--- src/rtl/simd_pkg.sv ---
// Shared definitions for the packed SIMD lane adder: mode encodings and
// per-lane saturation limits as functions of the lane width.
package simd_pkg;

    typedef enum logic [1:0] {
        MODE_WADD = 2'b00,
        MODE_SADD = 2'b01,
        MODE_SSUB = 2'b10,
        MODE_WSUB = 2'b11
    } mode_e;

    // Limits are returned in the low w bits of a 64-bit word; callers truncate.
    function automatic logic [63:0] sat_max(input int w);
        return (64'd1 << (w - 1)) - 64'd1;
    endfunction

    function automatic logic [63:0] sat_min(input int w);
        return 64'd1 << (w - 1);
    endfunction

    function automatic logic is_sub(input logic [1:0] m);
        return (m == MODE_SSUB) || (m == MODE_WSUB);
    endfunction

    function automatic logic is_sat(input logic [1:0] m);
        return (m == MODE_SADD) || (m == MODE_SSUB);
    endfunction

endpackage

--- src/rtl/simd_lane_adder_if.sv ---
// Stream interface of the SIMD lane adder: valid/ready input beat carrying two
// packed operands plus mode, and a valid/ready result beat with overflow flags.
interface simd_lane_adder_if #(
    parameter int LANES  = 4,
    parameter int LANE_W = 8
);
    localparam int DW = LANES * LANE_W;

    logic              in_valid;
    logic              in_ready;
    logic [DW-1:0]     in1;
    logic [DW-1:0]     in2;
    logic [1:0]        mode;
    logic              out_valid;
    logic              out_ready;
    logic [DW-1:0]     out;
    logic [LANES-1:0]  out_ovf;

    modport master (
        output in_valid, in1, in2, mode, out_ready,
        input  in_ready, out_valid, out, out_ovf
    );

    modport slave (
        input  in_valid, in1, in2, mode, out_ready,
        output in_ready, out_valid, out, out_ovf
    );
endinterface

--- src/rtl/simd_lane_alu.sv ---
// One lane of the adder. The raw half forms the (LANE_W+1)-bit sum/difference;
// the resolve half turns a registered raw value into the wrapped/saturated lane.
module simd_lane_alu
    import simd_pkg::*;
#(
    parameter int LANE_W = 8
) (
    input  logic [LANE_W-1:0] a,
    input  logic [LANE_W-1:0] b,
    input  logic [1:0]        mode,
    output logic [LANE_W:0]   raw,
    input  logic [LANE_W:0]   raw_q,
    input  logic [1:0]        mode_q,
    output logic [LANE_W-1:0] res,
    output logic              ovf
);
    localparam logic [LANE_W-1:0] LANE_MAX = LANE_W'(sat_max(LANE_W));
    localparam logic [LANE_W-1:0] LANE_MIN = LANE_W'(sat_min(LANE_W));

    logic [LANE_W:0] a_ext;
    logic [LANE_W:0] b_ext;

    assign a_ext = {a[LANE_W-1], a};
    assign b_ext = {b[LANE_W-1], b};
    assign raw   = is_sub(mode) ? (a_ext - b_ext) : (a_ext + b_ext);

    // Bit LANE_W is the true sign of the extended result, so it picks the rail.
    assign ovf = raw_q[LANE_W] != raw_q[LANE_W-1];
    assign res = (is_sat(mode_q) && ovf) ? (raw_q[LANE_W] ? LANE_MIN : LANE_MAX)
                                         : raw_q[LANE_W-1:0];
endmodule

--- src/rtl/simd_lane_adder.sv ---
// Two-stage pipelined packed SIMD add/sub with per-lane wrap/saturate and
// valid/ready backpressure. Optional overflow counter: SIMD_LANE_ADDER_OVF_CNT_EN.
module simd_lane_adder
    import simd_pkg::*;
#(
    parameter int LANES  = 4,
    parameter int LANE_W = 8,
    parameter int DW     = LANES * LANE_W
) (
    input  logic               clk,
    input  logic               rst_n,
    simd_lane_adder_if.slave   bus
`ifdef SIMD_LANE_ADDER_OVF_CNT_EN
    ,
    input  logic               cnt_clr,
    output logic [15:0]        ovf_cnt
`endif
);
    logic                          s1_valid;
    logic [1:0]                    s1_mode;
    logic [LANES-1:0][LANE_W:0]    s1_raw;
    logic [LANES-1:0][LANE_W:0]    raw_d;
    logic [LANES-1:0][LANE_W-1:0]  res_d;
    logic [LANES-1:0]              ovf_d;
    logic                          s2_adv;
    logic                          s1_adv;

    assign s2_adv       = !bus.out_valid || bus.out_ready;
    assign s1_adv       = !s1_valid || s2_adv;
    assign bus.in_ready = s1_adv;

    for (genvar k = 0; k < LANES; k++) begin : g_lane
        simd_lane_alu #(.LANE_W(LANE_W)) u_alu (
            .a      (bus.in1[k*LANE_W +: LANE_W]),
            .b      (bus.in2[k*LANE_W +: LANE_W]),
            .mode   (bus.mode),
            .raw    (raw_d[k]),
            .raw_q  (s1_raw[k]),
            .mode_q (s1_mode),
            .res    (res_d[k]),
            .ovf    (ovf_d[k])
        );
    end

    // Each stage only loads when the stage after it frees up, so a stalled
    // output register holds its data and flags untouched.
    always_ff @(posedge clk or negedge rst_n) begin
        if (!rst_n) begin
            s1_valid      <= 1'b0;
            s1_mode       <= MODE_WADD;
            s1_raw        <= '0;
            bus.out_valid <= 1'b0;
            bus.out       <= '0;
            bus.out_ovf   <= '0;
        end else begin
            if (s1_adv) begin
                s1_valid <= bus.in_valid;
                if (bus.in_valid) begin
                    s1_raw  <= raw_d;
                    s1_mode <= bus.mode;
                end
            end
            if (s2_adv) begin
                bus.out_valid <= s1_valid;
                if (s1_valid) begin
                    bus.out     <= DW'(res_d);
                    bus.out_ovf <= ovf_d;
                end
            end
        end
    end

`ifdef SIMD_LANE_ADDER_OVF_CNT_EN
    logic counted_xfer;

    assign counted_xfer = bus.out_valid && bus.out_ready && (|bus.out_ovf);

    always_ff @(posedge clk or negedge rst_n) begin
        if (!rst_n) begin
            ovf_cnt <= 16'd0;
        end else if (cnt_clr) begin
            ovf_cnt <= 16'd0;
        end else if (counted_xfer && (ovf_cnt != 16'hFFFF)) begin
            ovf_cnt <= ovf_cnt + 16'd1;
        end
    end
`endif

endmodule

--- src/flat_wrapper.sv ---
// flat-port wrapper written by rule: the top's interface ports become plain ports
module simd_lane_adder_flat import simd_pkg::*;
#(
    parameter int LANES  = 4,
    parameter int LANE_W = 8,
    parameter int DW     = LANES * LANE_W
)
  (clk, rst_n, bus_in_valid, bus_in1, bus_in2, bus_mode, bus_out_ready, bus_in_ready, bus_out_valid, bus_out, bus_out_ovf);
  simd_lane_adder_if #(.LANES(LANES), .LANE_W(LANE_W)) bus_i ();
  input  logic clk;
  input  logic rst_n;
  input wire logic [$bits(bus_i.in_valid)-1:0] bus_in_valid;
  input wire logic [$bits(bus_i.in1)-1:0] bus_in1;
  input wire logic [$bits(bus_i.in2)-1:0] bus_in2;
  input wire logic [$bits(bus_i.mode)-1:0] bus_mode;
  input wire logic [$bits(bus_i.out_ready)-1:0] bus_out_ready;
  output wire logic [$bits(bus_i.in_ready)-1:0] bus_in_ready;
  output wire logic [$bits(bus_i.out_valid)-1:0] bus_out_valid;
  output wire logic [$bits(bus_i.out)-1:0] bus_out;
  output wire logic [$bits(bus_i.out_ovf)-1:0] bus_out_ovf;
  assign bus_i.in_valid = bus_in_valid;
  assign bus_i.in1 = bus_in1;
  assign bus_i.in2 = bus_in2;
  assign bus_i.mode = bus_mode;
  assign bus_i.out_ready = bus_out_ready;
  assign bus_in_ready = bus_i.in_ready;
  assign bus_out_valid = bus_i.out_valid;
  assign bus_out = bus_i.out;
  assign bus_out_ovf = bus_i.out_ovf;
  simd_lane_adder #(.LANES(LANES), .LANE_W(LANE_W), .DW(DW)) u_core (.clk(clk), .rst_n(rst_n), .bus(bus_i));
endmodule
--- config.mk ---
export PLATFORM = sky130hd
export DESIGN_NAME = simd_lane_adder_flat
export DESIGN_NICKNAME = d
export VERILOG_FILES = /design/src/rtl/simd_pkg.sv /design/src/rtl/simd_lane_adder_if.sv /design/src/rtl/simd_lane_alu.sv /design/src/rtl/simd_lane_adder.sv /design/src/flat_wrapper.sv
export SDC_FILE = /design/constraint.sdc
export NUM_CORES = 1
export LEC_CHECK = 0
export ABC_AREA = 1
export CAP_MARGIN = 25
export CELL_PAD_IN_SITES_DETAIL_PLACEMENT = 1
export CELL_PAD_IN_SITES_GLOBAL_PLACEMENT = 2
export CORE_ASPECT_RATIO = 1.5
export CORE_MARGIN = 4
export CORE_UTILIZATION = 27
export CTS_BUF_LIST = sky130_fd_sc_hd__clkbuf_4
export CTS_CLUSTER_SIZE = 25
export DETAILED_ROUTE_END_ITERATION = 10
export HOLD_SLACK_MARGIN = 0.08
export PLACE_DENSITY_LB_ADDON = 0.1
export RECOVER_POWER = 100
export SETUP_SLACK_MARGIN = 0.2
export SYNTH_ARGS = -nofsm -noshare
export SYNTH_HDL_FRONTEND = slang
export SYNTH_HIERARCHICAL = 1
export SYNTH_SLANG_ARGS = --single-unit
--- constraint.sdc ---
create_clock -name clk -period 1.1 [get_ports clk]
set_input_delay 0.22 -clock clk [delete_from_list [all_inputs] [get_ports clk]]
set_output_delay 0.22 -clock clk [all_outputs]
set_load 0.02 [all_outputs]
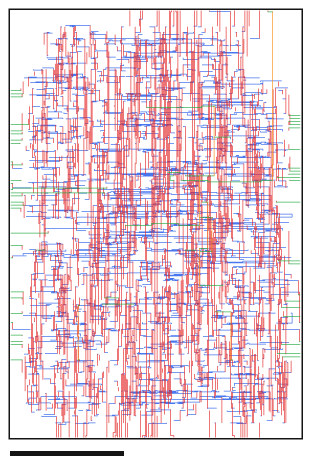
*Wiring by layer*
The bar under the picture is 50 um long.
- green: M3 (wire length 544 um)
- orange: M4 (wire length 223 um)
- red: M2 (wire length 13500 um)
- blue: M1 (wire length 7850 um)

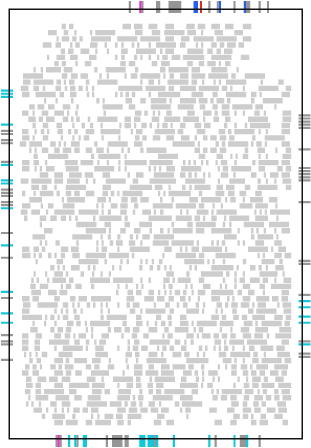
*Ports around the boundary*
Pins as bars across the die edge, other pins in grey.
- magenta: bus_mode (pins 2; direction input; edge 1 top, 1 bottom)
- red: bus_out_ready (pins 1; direction input; edge top)
- blue: bus_out_ovf (pins 4; direction output; edge top)
- cyan: bus_in1 (pins 32; direction input; edge 15 bottom, 12 left, 5 right)
- all pins by edge: 33 bottom, 29 left, 23 right, 23 top

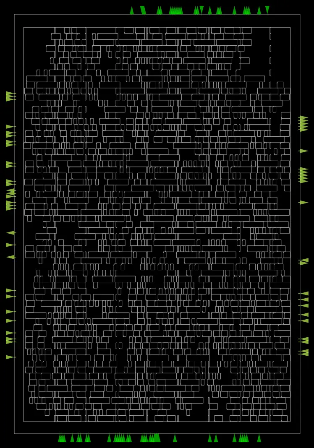
*Cell placement*
final core utilization: 53.04%
Cell Rows: 65
fin cells: 1443

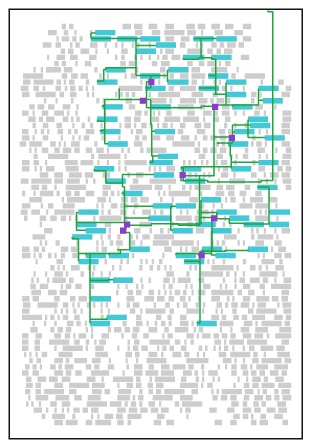
*Clock wires, drivers and flops*
- cyan: flip-flops (count 76)
- green: clock wires (length 1090 um)
- purple: clock-net drivers (count 9)
- routed clock nets: 10

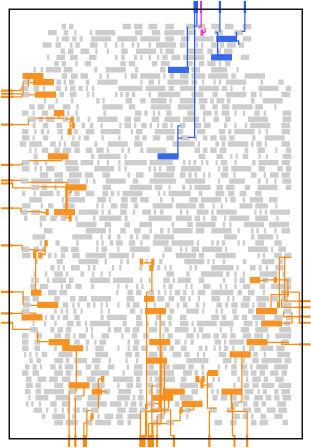
*Wires at chosen ports, followed through buffers*
- orange: bus_in1 (direction input; end cells 48; buffers 40; wire 1010 um)
- magenta: bus_out_ready (direction input; end cells 1; buffers 1; wire 11.7 um)
- blue: bus_out_ovf (direction output; end cells 4; buffers 4; wire 144 um)

==> job_summary.md <==
## PnR job results

| Metric | Value |
|---|---|
| Worst setup margin | `-562.4 ps` |
| Router iterations before antenna repair | `4` |
| CP top delay family | `simple AND/OR/NAND/NOR gates` |
| Met2 routed wirelength | `around 13000 um` |
| P_seq | `4.68 mW` |
| CP Cell Sequence | `buf_6 -> buf_6 -> inv_12 -> ha_4 -> nand2_4 -> buf_6 -> buf_6 -> buf_6 -> nand2_4 -> ha_4 -> nand2_4 -> o21ai_4 -> nand3_4 -> nand2_1 -> nand2_1 -> nand2_2 -> nand3_2 -> nand2_1` |
| Origin of the critical flop-to-flop path | `u_core/s1_mode[1]` |
| Switch share | `41.58%` |
| Layout cell share with drive strength beyond 1 | `51.28%` |
| Total chip power | `17.27 mW` |
| Uppermost layer routed | `met4` |
| Internal power | `~10 mW` |
| Synth Net Count | `974` |
| Yosys top cell by area | `dfrtp_1` |
| Seq area share | `between 10% and 20%` |
| Antenna-violating nets left | `0` |
| Top Layout Cells | `228 x nand2_1, 143 x buf_4, 88 x inv_1` |
| Met1 Use GR | `18.37%` |
| #FFs+latches synth | `76` |
| Failing checks | `negative setup slack` |
| Status | `finished, violations left` |
| Placeable Area | `21150 um^2` |
| Most numerous logic cell after layout | `nand2_1` |
| Final setup fails | `114` |
| Non-CTS buffers | `321` |
| Crit path to | `u_core/s1_raw[15]` |
| ClkCell Share | `1.160%` |
| Logic share of the area | `44.47%` |
| Top comb family, area | `simple AND/OR/NAND/NOR gates` |
| Nets@finish | `between 1000 and 1500` |
| Synth cell types | `22` |
| Worst Setup End Kind | `flop` |
| # IOs | `108` |
No activity file was given, so power comes from the tool's default toggle rates.
